===== src/rtl/load_store_unit.sv =====
// Load/store unit: moves data between the accumulator and DataMemory using
// direct or pointer-indirect addressing, one operation at a time.
module load_store_unit #(
    parameter int unsigned DATA_WIDTH = 8
) (
    input  logic                  clk,
    input  logic                  nReset,
    input  logic                  Start,
    input  logic [1:0]            Op,
    input  logic [DATA_WIDTH-1:0] Operand,
    input  logic                  AccuWrEn,
    input  logic [DATA_WIDTH-1:0] AccuWrData,
    input  logic [DATA_WIDTH-1:0] MemData,
    output logic [DATA_WIDTH-1:0] Accu,
    output logic [DATA_WIDTH-1:0] MemAddr,
    output logic                  MemWE,
    output logic                  Busy,
    output logic                  Done
);

    typedef enum logic [1:0] {
        IDLE   = 2'd0,
        PTR    = 2'd1,
        ACCESS = 2'd2,
        DONE   = 2'd3
    } state_t;

    state_t                  state;
    state_t                  state_nxt;
    logic [1:0]              op_q;
    logic [1:0]              op_nxt;
    logic [DATA_WIDTH-1:0]   operand_q;
    logic [DATA_WIDTH-1:0]   operand_nxt;
    logic [DATA_WIDTH-1:0]   ptr_q;
    logic [DATA_WIDTH-1:0]   ptr_nxt;
    logic [DATA_WIDTH-1:0]   accu_nxt;
    logic [DATA_WIDTH-1:0]   addr_nxt;
    logic                    we_nxt;
    logic                    busy_nxt;
    logic                    done_nxt;

    // Next-state and next-output decode; outputs are computed for the state
    // being entered so that every port comes straight from a flop.
    always_comb begin
        state_nxt   = state;
        op_nxt      = op_q;
        operand_nxt = operand_q;
        ptr_nxt     = ptr_q;
        accu_nxt    = Accu;
        addr_nxt    = '0;
        we_nxt      = 1'b0;
        done_nxt    = 1'b0;

        case (state)
            IDLE: begin
                if (AccuWrEn) begin
                    accu_nxt = AccuWrData;
                end
                if (Start) begin
                    op_nxt      = Op;
                    operand_nxt = Operand;
                    addr_nxt    = Operand;
                    if (Op[1]) begin
                        state_nxt = PTR;
                    end else begin
                        state_nxt = ACCESS;
                        we_nxt    = Op[0];
                    end
                end
            end
            PTR: begin
                ptr_nxt   = MemData;
                addr_nxt  = ptr_nxt;
                we_nxt    = op_q[0];
                state_nxt = ACCESS;
            end
            ACCESS: begin
                if (!op_q[0]) begin
                    accu_nxt = MemData;
                end
                done_nxt  = 1'b1;
                state_nxt = DONE;
            end
            DONE: begin
                state_nxt = IDLE;
            end
            default: begin
                state_nxt = IDLE;
            end
        endcase

        busy_nxt = (state_nxt != IDLE);
    end

    // State and output registers; reset abandons any op immediately.
    always_ff @(posedge clk or negedge nReset) begin
        if (!nReset) begin
            state     <= IDLE;
            op_q      <= '0;
            operand_q <= '0;
            ptr_q     <= '0;
            Accu      <= '0;
            MemAddr   <= '0;
            MemWE     <= 1'b0;
            Busy      <= 1'b0;
            Done      <= 1'b0;
        end else begin
            state     <= state_nxt;
            op_q      <= op_nxt;
            operand_q <= operand_nxt;
            ptr_q     <= ptr_nxt;
            Accu      <= accu_nxt;
            MemAddr   <= addr_nxt;
            MemWE     <= we_nxt;
            Busy      <= busy_nxt;
            Done      <= done_nxt;
        end
    end

endmodule


===== config.mk =====
export PLATFORM = sky130hd
export DESIGN_NAME = load_store_unit
export DESIGN_NICKNAME = d
export VERILOG_FILES = /design/src/rtl/load_store_unit.sv
export SDC_FILE = /design/constraint.sdc
export NUM_CORES = 1
export LEC_CHECK = 0
export CORE_MARGIN = 4
export CORE_UTILIZATION = 39
export CTS_BUF_LIST = sky130_fd_sc_hd__clkbuf_16
export DETAILED_ROUTE_END_ITERATION = 12
export PLACE_DENSITY = 0.76
export RECOVER_POWER = 100
export SYNTH_ARGS = -nofsm -noshare
export SYNTH_HDL_FRONTEND = slang
export SYNTH_SLANG_ARGS = --single-unit

===== constraint.sdc =====
create_clock -name clk -period 2 [get_ports clk]
set_input_delay 0.4 -clock clk [delete_from_list [all_inputs] [get_ports clk]]
set_output_delay 0.4 -clock clk [all_outputs]
set_load 0.03 [all_outputs]

Run 1, clock routing:
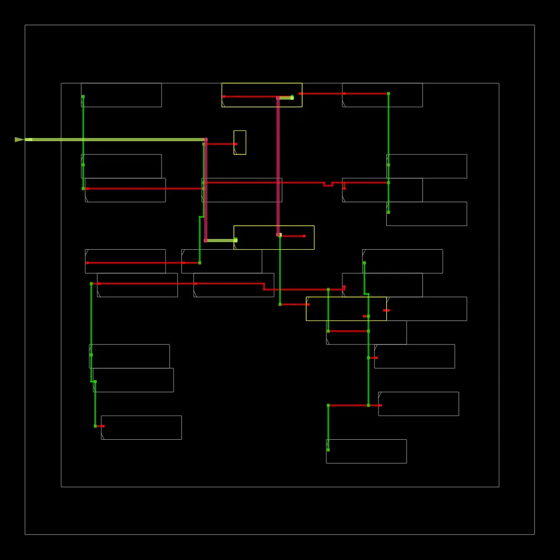
reported clock group power: 0.413 mW
worst setup skew after layout: 0.00305 ns
Worst-Skew Late Latency: 0.25 ns
number of buffers inserted during clock tree synthesis: 3
layout clock buffer count: 3

Run 1, routed metal, one color a layer:
Drawn at 6 px/µm.
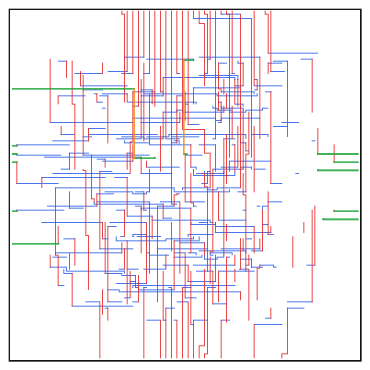
[orange] metal 4 | wire length: 27.2 µm
[green] metal 3 | wire length: 62.7 µm
[red] metal 2 | wire length: 1320 µm
[blue] metal 1 | wire length: 931 µm
aggregate global-route resource usage: 15.0%
detailed-route via count: 735
Avg WL per Cell: 15.6 µm

Run 1, supply network:
Drawn at 6 px/µm. Pins as bars on the die edge. Tap cells in gray.
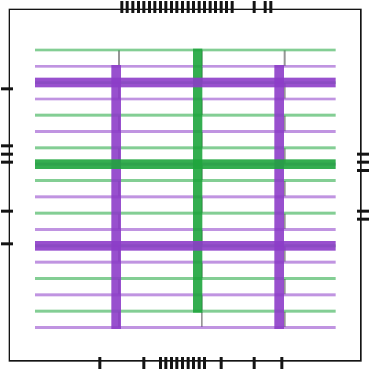
[purple] VSS
[green] VDD
tap cells: 28
met4 straps: 3
rows: 17
signal pins: 49
floorplan core area: 0.00232 mm²
die outline width: 58.3 µm
Die Span Y: 58.3 µm
worst ir drop on vdd: 1.08 mV

==> results.txt, run 1 <==
Latest figures from synthesis and place and route.

The run finished with clean final reports. The total power divided by cell area is 1580 mW/mm². Compared with the post-synthesis result, the final layout area differs by 59.4%. For this design, the slowest cell found on the critical path is sky130_fd_sc_hd__dlygate4sd3_1. The critical path maximum fanout is 2. The number of different library cells used by synthesis comes to 17. According to the report, the first pass of detailed routing completed in 2 iterations. The final setup TNS is 0 ns. Along the critical path, the tally of buffer and inverter instances is 1. Per the detailed-route log, wirelength across all metal layers totals 2.34 mm. The final critical-path required period is roughly 1.7 ns.

By area the synthesized netlist is led by sky130_fd_sc_hd__dfrtp_1, sky130_fd_sc_hd__mux2_2, sky130_fd_sc_hd__a22o_1, sky130_fd_sc_hd__ha_1, sky130_fd_sc_hd__nand2b_1. The CTS H-tree depth is 1. The cell count in the Yosys report is roughly 70. Setup repair after global routing left no endpoint under its margin. The placer congestion estimate is between 0.7 and 0.8. Per the synth log, the flip-flop and latch total comes to 22.

The TritonCTS clock tree is yes. The fraction of met2 tracks used by global routing is 27.3%. The final tally of hold violations is 0. The uppermost metal layer occupied by signal nets is met4. Counting the warning lines in the Yosys log gives 0. The number of antenna repair diodes is 0. The cell taking the most area after synthesis is sky130_fd_sc_hd__dfrtp_1.

The wire length on met1 is about 930 µm. The count of instances resized after the clock tree is built is 0. Clock-pin slew was measured on the worst setup and hold paths at 0.06 ns. In the global route stage, met1 resource usage came out at between 10% and 20%. Row generation in the floorplan step produced 17 rows. The number of maximum-capacitance violations recorded for the run is 0.
[run 1: path summary, 6_finish.rpt]
check,end,slack (ns),cells past startpoint
min in group asynchronous,Accu[2],0.82,2
worst min-delay path,Accu[7],0.50,1
worst min register to register,Accu[7],0.50,1
max in group asynchronous,MemWE,0.50,2
worst max register to register,Accu[3],0.32,5
worst max-delay path,Accu[6],0.25,1
[run 1: flip-flops by register name, indices dropped and copies added, names as in the netlist]
signal and cells:
Accu 8, Busy 1, Done 1, MemAddr 8
MemWE 1, op_q 1, state 2
[run 1: logic make-up (layout without fill, tap and decap cells)]
logic type,count (synthesis),count (layout),synth area share [%]
multiplexers,18,18,20.4
buffers and inverters,4,56,2.66
flip-flops,22,22,55.7
AND-OR/OR-AND,13,13,11.6
adder cells (fa/ha/maj),4,4,5.06
AND/OR/NAND/NOR,9,9,4.56
[run 1: cells in the final DEF (no fill, tap or decap)]
cell                              netlist  final
sky130_fd_sc_hd__a21oi_4                1      1
sky130_fd_sc_hd__a22o_1                 8      8
sky130_fd_sc_hd__a31oi_1                1      1
sky130_fd_sc_hd__buf_4                  0      1
sky130_fd_sc_hd__clkbuf_1               0      1
sky130_fd_sc_hd__clkbuf_16              0      3
sky130_fd_sc_hd__clkdlybuf4s50_1        0     28
sky130_fd_sc_hd__clkinv_1               0      1
sky130_fd_sc_hd__dfrtp_1               22     22
sky130_fd_sc_hd__dlygate4sd3_1          0     20
sky130_fd_sc_hd__ha_1                   4      4
sky130_fd_sc_hd__inv_1                  2      2
sky130_fd_sc_hd__mux2_2                17     17
sky130_fd_sc_hd__mux2i_1                1      1
sky130_fd_sc_hd__nand2_1                4      4
sky130_fd_sc_hd__nand2b_1               3      3
sky130_fd_sc_hd__nand3b_1               1      1
sky130_fd_sc_hd__nor2_1                 1      1
sky130_fd_sc_hd__o211a_1                1      1
sky130_fd_sc_hd__o211ai_1               1      1
sky130_fd_sc_hd__o21ai_0                1      1
[run 1: cells in the mapped netlist]
master / n
sky130_fd_sc_hd__inv_1: 2
sky130_fd_sc_hd__nand2_1: 4
sky130_fd_sc_hd__nor2_1: 1
sky130_fd_sc_hd__a21oi_4: 1
sky130_fd_sc_hd__dfrtp_1: 22
sky130_fd_sc_hd__mux2_2: 17
sky130_fd_sc_hd__o211ai_1: 1
sky130_fd_sc_hd__o21ai_0: 1
sky130_fd_sc_hd__clkbuf_8: 1
sky130_fd_sc_hd__nand2b_1: 3
sky130_fd_sc_hd__o211a_1: 1
sky130_fd_sc_hd__mux2i_1: 1
sky130_fd_sc_hd__nand3b_1: 1
sky130_fd_sc_hd__a31oi_1: 1
sky130_fd_sc_hd__ha_1: 4
sky130_fd_sc_hd__a22o_1: 8
sky130_fd_sc_hd__buf_2: 1
[run 1: cell type report]
cell class	instances	area, µm²	share of cell area, %
clock inverters	1	3.75	0.238
inverters	2	7.51	0.477
multi-input cells	44	412	26.1
clock buffers	3	75.1	4.77
repair buffers	50	492	31.2
flip-flops and latches	22	551	34.9
well taps	28	35.0	2.22
[run 1: report_power, final]
part	internal, mW	switching (mW)	total, mW
Sequential	0.651	0.0854	0.736
Clock	0.266	0.147	0.413
Combinational	0.621	0.723	1.34
==> inputs of run 2 (changes only) <==
--- a/config.mk
+++ b/config.mk
@@ -14,3 +14,4 @@
 export SYNTH_ARGS = -nofsm -noshare
 export SYNTH_HDL_FRONTEND = slang
 export SYNTH_SLANG_ARGS = --single-unit
+export TNS_END_PERCENT = 10
Run 2, supply network:
Drawn at 6 px/µm. Pins as bars on the die edge. Tap cells in gray.
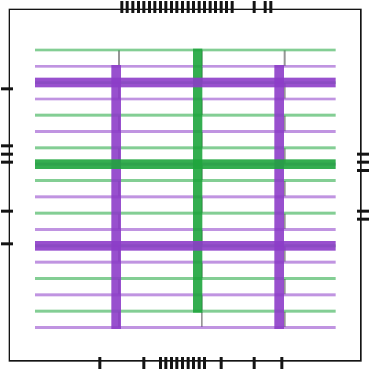
[green] VDD
[purple] VSS
signal pins: 49
rows: 17
tap cells: 28
met4 straps: 3
met5 straps: 3

Run 2, the metal 3 layer:
Drawn at 4 px/µm.
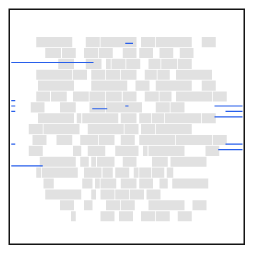
nets with wire on the layer: 12
longest straight run: 20.2 µm
main direction: horizontal

==> run 2 against run 1 <==
Fmax did not move. Routed wire length did not move. Clock power barely moved. Non-clock buffer count did not move. First-iteration DRC count did not move. Sequential power barely moved. Register-to-register slack barely moved. Critical endpoint unchanged. Largest power group unchanged. Highest routed layer unchanged.
==> results.txt, run 2 <==
Latest figures from synthesis and place and route.

The cell count in the Yosys report is 70. Wires add up to 2.34 mm. Per the synthesis report, the AND-OR/OR-AND share of the synthesized area is 11.6%.

The worst path buffer plus inverter count is 1. TritonCTS created 3 clock buffers. The run finished with clean final reports. The portion of synthesized area spent on multiplexers is around a fifth. By instance count after routing, the leading logic cell types are sky130_fd_sc_hd__clkdlybuf4s50_1, sky130_fd_sc_hd__dfrtp_1, sky130_fd_sc_hd__dlygate4sd3_1. The final tally of hold violations is 0. The global-route total usage across every layer is about 15%. The synthesized netlist devotes 0% of its cell area to XOR and XNOR gates.

The CTS H-tree depth is 1. The proportion of synthesized flip-flops having asynchronous set or reset is 100%. The TritonCTS clock tree is yes. Counting distinct cell types in the post-synthesis netlist gives 17. The synthesis stat section lists a flop and latch total of 22. The core area is approximately 0.0023 mm².

By instance count after routing, the leading logic cell type is sky130_fd_sc_hd__clkdlybuf4s50_1. In this run, synthesis inferred 0 flip-flops with an integrated enable. The routed via count is around 740. The total power divided by cell area is roughly 1600 mW/mm².
run 2: final timing paths:
kind / slack, ns / endpoint / cells after the start / startpoint
setup / recovery: 0.25 / Accu[6] / 1 / Accu[6]
hold / removal: 0.50 / Accu[7] / 1 / Accu[7]
setup reg to reg: 0.32 / Accu[3] / 5 / state[0]
hold reg to reg: 0.50 / Accu[7] / 1 / Accu[7]
max in group asynchronous: 0.50 / MemWE / 2 / nReset
min in group asynchronous: 0.82 / Accu[2] / 2 / nReset
run 2: metal layers:
metal  wire [µm]  up-vias
li1            -      360
met1         931      358
met2        1320       13
met3          62        4
met4          27        0
met5           0        -
run 2: power by group:
| part | leakage [nW] | internal (mW) | switching, mW |
|---|---|---|---|
| combinational | 0.394 | 0.621 | 0.723 |
| sequential | 0.273 | 0.651 | 0.0854 |
| clock | 0.0385 | 0.266 | 0.147 |
| total | 0.705 | 1.54 | 0.955 |
run 2: through the flow:
step                      area [µm²]  util (%)
final                           1580      67.9
after floorplan                  988         -
after detailed placement        1500      64.7
after global placement          1500      64.7
after global routing            1580      67.9
after CTS                       1580      68.1
run 2: cell type report:
cell class                 instances  area [µm²]  area share [%]
sequential                        22         551            34.9
timing repair buffer              50         492            31.2
multi-input combinational         44         412            26.1
clock buffer                       3        75.1            4.77
tap                               28        35.0            2.22
inverter                           2        7.51           0.477
clock inverter                     1        3.75           0.238
run 2: cell families after synthesis:
kind of cell	Yosys count
buffers and inverters	4
adders and majority gates	4
muxes	18
AOI/OAI and AO/OA	13
DFF	22
and+or+nand+nor	9
Power figures rest on the tool's default switching activity, not on a simulated workload.
